<file path="config.mk">
export PLATFORM = sky130hd
export DESIGN_NAME = imem_boot_loader
export DESIGN_NICKNAME = d
export VERILOG_FILES = /design/src/rtl/imem_boot_loader.sv
export SDC_FILE = /design/constraint.sdc
export NUM_CORES = 1
export LEC_CHECK = 0
export ABC_AREA = 1
export CORE_MARGIN = 2
export CORE_UTILIZATION = 55
export DETAILED_ROUTE_END_ITERATION = 10
export PLACE_DENSITY = 0.78
export SYNTH_ARGS = -nofsm -noshare
export SYNTH_HDL_FRONTEND = slang
export SYNTH_SLANG_ARGS = --single-unit
</file>
<file path="constraint.sdc">
create_clock -name globalclock -period 3.1 [get_ports globalclock]
set_input_delay 0.31 -clock globalclock [delete_from_list [all_inputs] [get_ports globalclock]]
set_output_delay 0.31 -clock globalclock [all_outputs]
set_load 0.02 [all_outputs]
</file>
<file path="src/rtl/imem_boot_loader.sv">
// imem_boot_loader: loads a framed, checksummed byte stream into instruction memory and releases the core
module imem_boot_loader #(
    parameter int          ADDR_W    = 10,
    parameter logic [7:0]  SYNC_BYTE = 8'hA5
) (
    input  logic              globalclock,
    input  logic              globalreset,
    input  logic [7:0]        rx_data,
    input  logic              rx_valid,
    output logic              rx_ready,
    output logic              imem_we,
    output logic [ADDR_W-1:0] imem_addr,
    output logic [31:0]       imem_wdata,
    output logic              core_reset,
    output logic              done,
    output logic              error
);
    typedef enum logic [2:0] {WAIT_SYNC, LEN_HI, LEN_LO, DATA, CSUM, DONE, ERR} state_t;

    state_t            state, state_n;
    logic [15:0]       len;
    logic [7:0]        csum;
    logic [31:0]       asm_word;
    logic [1:0]        bcnt;
    logic [ADDR_W-1:0] widx;
    logic              fire;
    logic [15:0]       len_n;
    logic              too_big;
    logic              last_word;

    assign fire      = rx_valid && rx_ready;
    assign len_n     = {len[15:8], rx_data};
    assign too_big   = 32'(len_n) > (32'd1 << ADDR_W);
    assign last_word = 16'(widx) == len - 16'd1;

    // state register
    always_ff @(posedge globalclock or negedge globalreset) begin
        if (!globalreset) state <= WAIT_SYNC;
        else              state <= state_n;
    end

    // next-state decode; only an accepted byte can move the FSM
    always_comb begin
        state_n = state;
        if (fire) begin
            case (state)
                WAIT_SYNC, ERR: state_n = (rx_data == SYNC_BYTE) ? LEN_HI : state;
                LEN_HI:         state_n = LEN_LO;
                LEN_LO:         state_n = too_big ? ERR : (len_n == 16'd0 ? CSUM : DATA);
                DATA:           state_n = (bcnt == 2'd3 && last_word) ? CSUM : DATA;
                CSUM:           state_n = (rx_data == csum) ? DONE : ERR;
                default:        state_n = state;
            endcase
        end
    end

    // datapath and registered outputs; status flags follow the state being entered
    always_ff @(posedge globalclock or negedge globalreset) begin
        if (!globalreset) begin
            len        <= '0;
            csum       <= '0;
            asm_word   <= '0;
            bcnt       <= '0;
            widx       <= '0;
            imem_we    <= 1'b0;
            imem_addr  <= '0;
            imem_wdata <= '0;
            rx_ready   <= 1'b1;
            core_reset <= 1'b1;
            done       <= 1'b0;
            error      <= 1'b0;
        end else begin
            imem_we    <= 1'b0;
            rx_ready   <= state_n != DONE;
            core_reset <= state_n != DONE;
            done       <= state_n == DONE;
            error      <= state_n == ERR;
            if (fire) begin
                case (state)
                    WAIT_SYNC, ERR: begin
                        if (rx_data == SYNC_BYTE) begin
                            csum <= '0;
                            widx <= '0;
                            bcnt <= '0;
                        end
                    end
                    LEN_HI: len[15:8] <= rx_data;
                    LEN_LO: len[7:0]  <= rx_data;
                    DATA: begin
                        asm_word <= {asm_word[23:0], rx_data};
                        csum     <= csum ^ rx_data;
                        bcnt     <= bcnt + 2'd1;
                        if (bcnt == 2'd3) begin
                            imem_we    <= 1'b1;
                            imem_addr  <= widx;
                            imem_wdata <= {asm_word[23:0], rx_data};
                            widx       <= widx + 1'b1;
                        end
                    end
                    default: ;
                endcase
            end
        end
    end
endmodule
</file>
==> impl_metrics.tcl <==
# implementation run metrics
set metrics [dict create \
    violations "hold timing" \
    r2r-end "done" \
    status "complete, but fails checks" \
    cp-end-kind "flop" \
    fillCellCount 768 \
    hold_violations 2 \
    design.core.area_um2 9196 \
    clock_tree.buffer_depth 2 \
    top_power_group "sequential cells" \
    holdWs_ns -0.001665 \
    inverters 70 \
    ios 58 \
    cts_resized 0 \
    nFlopsAndLatches 109 \
    buffer_area_frac 0.09979 \
    drc 0 \
    final_cell_mix "204 x nand2_1, 108 x dfrtp_1, 64 x o21ai_0" \
    cts_buffers 9 \
    ys_cells 634 \
    wl_met3_um 523 \
    sh_seq_area 0.4553 \
]
==> images/floorplan.png <==
Drawn at 4 px/µm. Pins as bars on the die edge. Tap cells in grey.
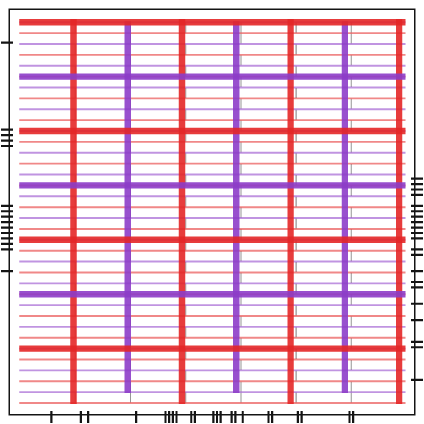
[VDD] purple
[VSS] red
rows: 35
met1 rails: 36
met5 straps: 7
met4 straps: 7

==> images/class_map.png <==
Drawn at 4 px/µm. Fill, decap, tap and diode cells in grey.
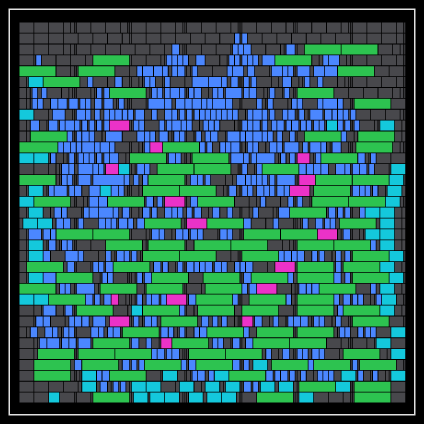
[sequential cells] green | cells: 109 | share of their area: 47%
[clock drivers and dummy loads] magenta | cells: 16 | share of their area: 3.1%
[remaining buffers and delay cells] cyan | cells: 61 | share of their area: 10%
[remaining logic cells] blue | cells: 505 | share of their area: 40%

==> images/clock_wires.png <==
Drawn at 4 px/µm.
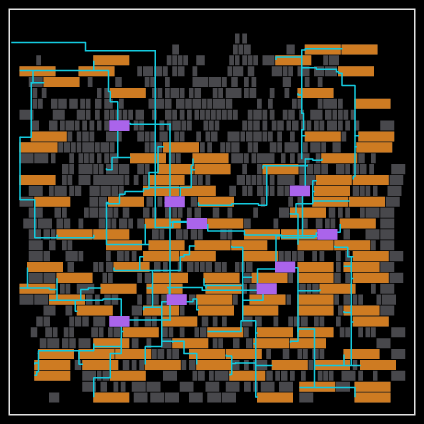
[clock-net drivers] purple | count: 9
[flip-flops] orange | count: 109
[clock wires] cyan | length: 1,100 µm
routed clock nets: 10

==> images/layers.png <==
Drawn at 4 px/µm.
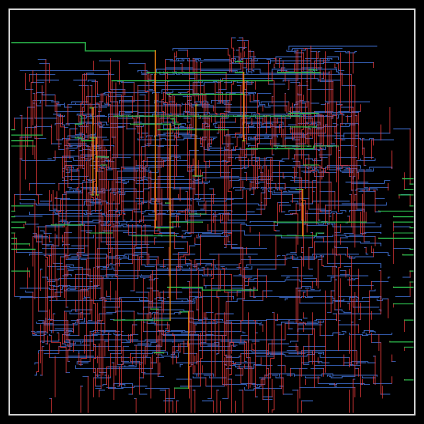
[M1] blue | wire length: 5,150 µm
[M2] red | wire length: 5,400 µm
[M4] orange | wire length: 195 µm
[M3] green | wire length: 523 µm

==> images/congestion_map.png <==
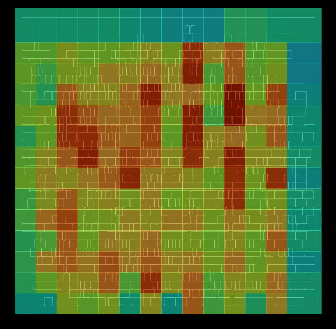
drt wl/cell: 14.05 µm
Util after Layout: 0.6517
met2 global-route usage: 0.3779
grt met1 use: 0.3385

